**The metal 1 layer**

Bar = 20 µm.
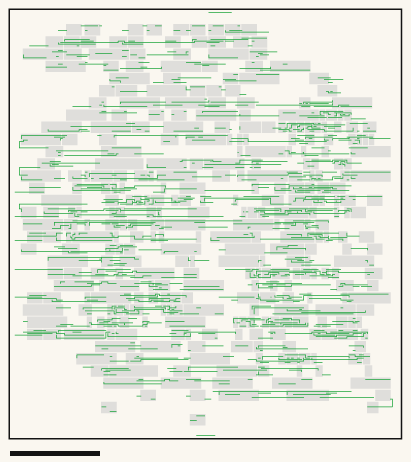
**The metal 2 layer**

Bar = 20 µm.
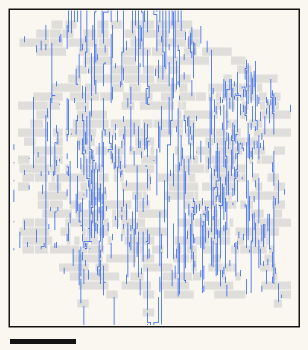
[config.mk]
export PLATFORM = sky130hd
export DESIGN_NAME = cis_line_capture
export DESIGN_NICKNAME = d
export VERILOG_FILES = /design/src/rtl/cis_line_capture.sv
export SDC_FILE = /design/constraint.sdc
export NUM_CORES = 1
export LEC_CHECK = 0
export CAP_MARGIN = 20
export CORE_ASPECT_RATIO = 1.1
export CORE_MARGIN = 2
export CORE_UTILIZATION = 40
export CTS_CLUSTER_DIAMETER = 80
export DETAILED_ROUTE_END_ITERATION = 10
export GPL_TIMING_DRIVEN = 0
export PLACE_DENSITY = 0.61
export SYNTH_ARGS = -nofsm -noshare
export SYNTH_HDL_FRONTEND = slang
export SYNTH_SLANG_ARGS = --single-unit
[constraint.sdc]
create_clock -name clk_in -period 2.4 [get_ports clk_in]
set_clock_uncertainty 0.15 [all_clocks]
set_input_delay 0.24 -clock clk_in [delete_from_list [all_inputs] [get_ports clk_in]]
set_output_delay 0.24 -clock clk_in [all_outputs]
set_load 0.01 [all_outputs]
[src/rtl/cis_line_capture.sv]
// cis_line_capture: synchronises the divider's CIS clock, issues the start-of-line pulse, skips dummy pixels and captures one ADC sample per CIS period (CIS_LINE_SUM_EN adds a per-line sample sum).
// Latency: cis_rise 2-3 clk_in after a real CIS edge; sample taken SAMPLE_DLY cycles after cis_rise, pix_valid/pix_data the cycle after.
// Backpressure: none; the pixel stream is strobe-only and start is ignored while a line is in progress.
module cis_line_capture #(
    parameter int          ADC_W      = 12,
    parameter logic [15:0] PIX_NUM    = 16'd2592,
    parameter logic [7:0]  DUMMY_PIX  = 8'd16,
    parameter logic [3:0]  SAMPLE_DLY = 4'd3
) (
    input  logic             clk_in,
    input  logic             reset_n,
    input  logic             cis_clk,
    input  logic [ADC_W-1:0] adc_data,
    input  logic             start,
    output logic             cis_si,
    output logic             busy,
    output logic             pix_valid,
    output logic [ADC_W-1:0] pix_data,
    output logic [15:0]      pix_index,
    output logic             line_done
`ifdef CIS_LINE_SUM_EN
    ,
    output logic [ADC_W+15:0] line_sum,
    output logic              line_sum_valid
`endif
);

    typedef enum logic [2:0] {
        ST_IDLE,
        ST_ARM,
        ST_SI,
        ST_SKIP,
        ST_WAIT,
        ST_CAPT,
        ST_DONE
    } state_t;

    localparam bit DLY_ZERO = (SAMPLE_DLY == 4'd0);

    state_t      state;
    state_t      state_nxt;
    state_t      first_tgt;
    logic        cis_sync1;
    logic        cis_sync2;
    logic        cis_hist;
    logic        cis_rise;
    logic [7:0]  skip_cnt;
    logic        skip_hit;
    logic [3:0]  dly_cnt;
    logic [4:0]  dly_cnt_inc;
    logic        dly_hit;
    logic        dly_run;
    logic [15:0] pix_cnt;
    logic        last_pix;

    always_ff @(posedge clk_in or negedge reset_n) begin
        if (!reset_n) begin
            cis_sync1 <= 1'b0;
            cis_sync2 <= 1'b0;
            cis_hist  <= 1'b0;
        end else begin
            cis_sync1 <= cis_clk;
            cis_sync2 <= cis_sync1;
            cis_hist  <= cis_sync2;
        end
    end

    assign cis_rise = cis_sync2 & ~cis_hist;

    // The incremented count is compared so the sample lands exactly SAMPLE_DLY cycles after the rise.
    assign dly_cnt_inc = {1'b0, dly_cnt} + 5'd1;
    assign dly_hit     = (dly_cnt_inc == {1'b0, SAMPLE_DLY});
    assign skip_hit    = (({1'b0, skip_cnt} + 9'd1) == {1'b0, DUMMY_PIX});
    assign last_pix    = (pix_cnt == (PIX_NUM - 16'd1));
    assign first_tgt   = DLY_ZERO ? ST_CAPT : ST_WAIT;

    always_ff @(posedge clk_in or negedge reset_n) begin
        if (!reset_n) begin
            state <= ST_IDLE;
        end else begin
            state <= state_nxt;
        end
    end

    always_comb begin
        state_nxt = state;
        case (state)
            ST_IDLE: if (start) state_nxt = ST_ARM;
            ST_ARM:  if (cis_rise) state_nxt = ST_SI;
            ST_SI: begin
                if (cis_rise) begin
                    state_nxt = (DUMMY_PIX != 8'd0) ? ST_SKIP : first_tgt;
                end
            end
            ST_SKIP: if (cis_rise && skip_hit) state_nxt = first_tgt;
            // Before the delay runs, WAIT idles until the next rise; with zero delay that rise samples directly.
            ST_WAIT: begin
                if (dly_run ? dly_hit : (cis_rise && DLY_ZERO)) state_nxt = ST_CAPT;
            end
            ST_CAPT: state_nxt = last_pix ? ST_DONE : ST_WAIT;
            ST_DONE: state_nxt = ST_IDLE;
            default: state_nxt = ST_IDLE;
        endcase
    end

    always_comb begin
        cis_si    = (state == ST_SI);
        busy      = (state != ST_IDLE) && (state != ST_DONE);
        pix_valid = (state == ST_CAPT);
        line_done = (state == ST_DONE);
    end

    always_ff @(posedge clk_in or negedge reset_n) begin
        if (!reset_n) begin
            skip_cnt  <= '0;
            dly_cnt   <= '0;
            dly_run   <= 1'b0;
            pix_cnt   <= '0;
            pix_data  <= '0;
            pix_index <= '0;
        end else begin
            if (state == ST_SI && cis_rise) begin
                skip_cnt <= '0;
            end else if (state == ST_SKIP && cis_rise) begin
                skip_cnt <= skip_cnt + 8'd1;
            end

            // Entry from SI/SKIP happens on a rise, so the delay starts at once; after a capture it waits.
            if (state != ST_WAIT && state_nxt == ST_WAIT) begin
                dly_cnt <= '0;
                dly_run <= (state != ST_CAPT);
            end else if (state == ST_WAIT) begin
                if (dly_run) begin
                    dly_cnt <= dly_cnt + 4'd1;
                end else if (cis_rise) begin
                    dly_run <= 1'b1;
                    dly_cnt <= '0;
                end
            end

            if (state == ST_IDLE && state_nxt == ST_ARM) begin
                pix_cnt <= '0;
            end else if (state == ST_CAPT) begin
                pix_cnt <= pix_cnt + 16'd1;
            end

            if (state_nxt == ST_CAPT) begin
                pix_data  <= adc_data;
                pix_index <= pix_cnt;
            end
        end
    end

`ifdef CIS_LINE_SUM_EN
    always_ff @(posedge clk_in or negedge reset_n) begin
        if (!reset_n) begin
            line_sum <= '0;
        end else if (state == ST_IDLE && state_nxt == ST_ARM) begin
            line_sum <= '0;
        end else if (pix_valid) begin
            line_sum <= line_sum + {16'd0, pix_data};
        end
    end

    always_comb begin
        line_sum_valid = (state == ST_DONE);
    end
`endif

endmodule

==> flow_metrics.py <==
# Synthesis and PnR figures
metrics = {
    "critical_path": {
        "crit_chain": "buf_2 > buf_4 > or3_1 > clkdlybuf4s50_1",
        "critPathTopFamily": "buffers and inverters",
        "end_kind": "output pin",
        "critPathBufInv": 3,
        "critPathSlowestCell": "clkdlybuf4s50_1",
        "cp_max_fo": 10,
        "required_ns": 2.01,
        "path_class": "reg -> out",
        "worst_path_largest_cell_delay_ns": 0.48,
        "start_kind": "flip-flop",
    },
    "route": {
        "antenna_left": 0,
        "drc_errors": 0,
        "routedWlPerCell_um": 14.9,
        "m1WireLength_um": 3180,
        "drtPass1Iterations": 4,
        "met2_length_um": 3020,
        "dr_wl_met3_um": 175,
        "avgViaCountPerCell": 5.24,
    },
    "synthesis": {
        "synth_stat.cells": 280,
        "ff_type": "dfrtp_1",
        "most_common_cell": "dfrtp_1",
        "synth_top_cell_by_area": "dfrtp_1",
        "async_flop_share_pct": 100,
        "synth_top_area_share_pct": 51.7,
        "synth_warnings": 0,
        "yosys-top-cells-count": "dfrtp_1 (63), nor2_1 (24), mux2_2 (20)",
        "ys.flops": 63,
        "ys_types": 46,
        "syn_nets": 301,
        "synth.avg_cell_area_um2": 10.9,
        "synth_cells": 280,
    },
    "floorplanning": {
        "core-area_mm2": 0.00743,
        "die_x_um": 87.2,
        "ios": 48,
        "die_h_um": 95.5,
        "core.rowCount": 33,
        "tap_cells": 87,
    },
    "timing": {
        "fin_ws_ns": 0.0923,
        "fmax_ghz": 0.433,
        "max_slew_margin_pct": 46.7,
        "period_used_pct": 96.2,
        "period_needed_ns": 2.31,
        "rsz0062_at_grt": "no",
        "maxSlewViolCount": 0,
        "hold_viol_final": 0,
        "fin_setup_tns_ns": 0,
    },
    "hold_path": {
        "hold_class": "in -> reg",
    },
    "finish": {
        "n_all_buffers": 67,
        "nClkBuffers": 9,
        "fillers": 677,
        "layout.area.comb_mm2": 0.00142,
        "flops": 63,
        "inv_count": 12,
        "syn2layout_area_growth_pct": 30.5,
        "top_regs": "pix_cnt (16), pix_index (16), pix_data (12)",
        "drive_gt1_share_pct": 19.1,
        "comb_area_share_pct": 35.7,
        "layout.area.seq_mm2": 0.00158,
        "nets": 366,
        "clock_cell_area_share_pct": 5.57,
        "seq_share_pct": 39.7,
        "bufAreaShareNonClock_pct": 15.1,
    },
    "clock_network": {
        "clkTransAtPathRegs_ns": 0.08,
        "clock-sinks": 63,
        "tritoncts": "yes",
        "cts-buffers-inserted": 9,
        "cts-root-buf": "clkbuf_8",
        "h-tree-depth": 3,
        "worstSkewPairLatency_ns": 0.34,
    },
    "pwr": {
        "pg_clk_mw": 1.02,
        "power_frac_seq_pct": 43.0,
        "vdd_drop_max_mv": 0.492,
        "swShare_pct": 30.3,
        "leakage_nw": 1.70,
        "comb_power_share_pct": 22.0,
        "powerDensity_mw_per_mm2": 735,
        "power.switching_mw": 0.886,
        "power_sequential_mw": 1.26,
        "p_int_mw": 2.04,
        "p_clk_share_pct": 35.0,
    },
    "global_route": {
        "overflow": 0,
        "met2_usage_pct": 25.3,
        "top_usage_layer": "met2",
        "grt_max_degree": 64,
        "antenna_found_initial": 0,
        "grt_use_met3_pct": 3.20,
        "grt_pass1_vias": 2217,
        "grt_use_total_pct": 16.9,
        "grt_pass1_wl_um": 10800,
    },
    "place": {
        "dp.cells": 415,
        "hpwl_um": 4310,
        "routabilityCongestion": 0.762,
        "portBuffers": 47,
    },
    "run_status": {
        "status": "completed",
    },
    "flow_run": {
        "drv_cap": 0,
        "warnings": 28,
    },
}
Notes on 'the metal 1 layer' above:
nets with wire on the layer: 335
longest straight run: 37.7 µm
Vias: 2291
WL final: 6500 µm
GR Layer Usage met1: 23.6%

Notes on 'the metal 2 layer' above:
share of all routed wire: 46%
nets with wire on the layer: 318

[timing repair]
action,CTS,global route
pin swaps,1,7
setup buffers,0,6
hold buffers,1,0
gates resized,6,13
hold endpoints to repair,63,0
setup endpoints to repair,6,18
[through the flow]
step | area, µm² | hold WS [ns] | util (%)
final | 3980 | 0.196 | 53.5
after global routing | 3980 | 0.190 | 53.5
after CTS | 3880 | 0.195 | 52.2
after detailed placement | 3630 | 0.195 | 48.9
after global placement | 3630 | 0.189 | 48.8
after floorplan | 3050 | -0.206 | -
[cell families (layout without fill, tap and decap cells)]
kind of cell	count (synthesis)	after routing	share of synthesized area (%)
simple gates	100	100	18.0
mux	29	29	10.6
buf+inv	25	95	3.65
flops	63	63	51.7
compound gates	43	43	9.61
fa+ha+maj	5	5	2.05
xor+xnor	15	15	4.31
[layout by cell type (no fill, tap or decap), types with 3 or more instances in the layout]
cell type,synthesis,final
inv_1,12,12
buf_2,2,3
o21ai_0,10,10
xnor2_1,5,5
nor2b_1,4,3
nor2_1,24,23
dfrtp_1,63,61
clkdlybuf4s50_1,0,46
buf_4,0,8
mux2_2,20,20
ha_1,5,4
xor2_1,10,10
o21ai_1,3,3
clkbuf_8,0,9
nand3_1,12,11
or3_1,6,6
clkbuf_1,9,6
mux2_1,7,7
nor3_1,5,4
a21oi_1,11,11
nand4_1,8,8
nand2b_1,4,4
o31ai_1,3,3
nand2_1,19,19
[final timing paths]
path                               end   startpoint  cells after the start  slack [ns]
setup / recovery                  busy     state[0]                      4        0.09
hold reg to reg              cis_sync2    cis_sync1                      0        0.21
hold / removal               cis_sync1      cis_clk                      1        0.20
min in group asynchronous  skip_cnt[3]      reset_n                      2        0.35
setup reg to reg            dly_cnt[0]  skip_cnt[3]                      7        0.15
max in group asynchronous  pix_data[2]      reset_n                      2        1.20
No activity file was given, so power comes from the tool's default toggle rates.
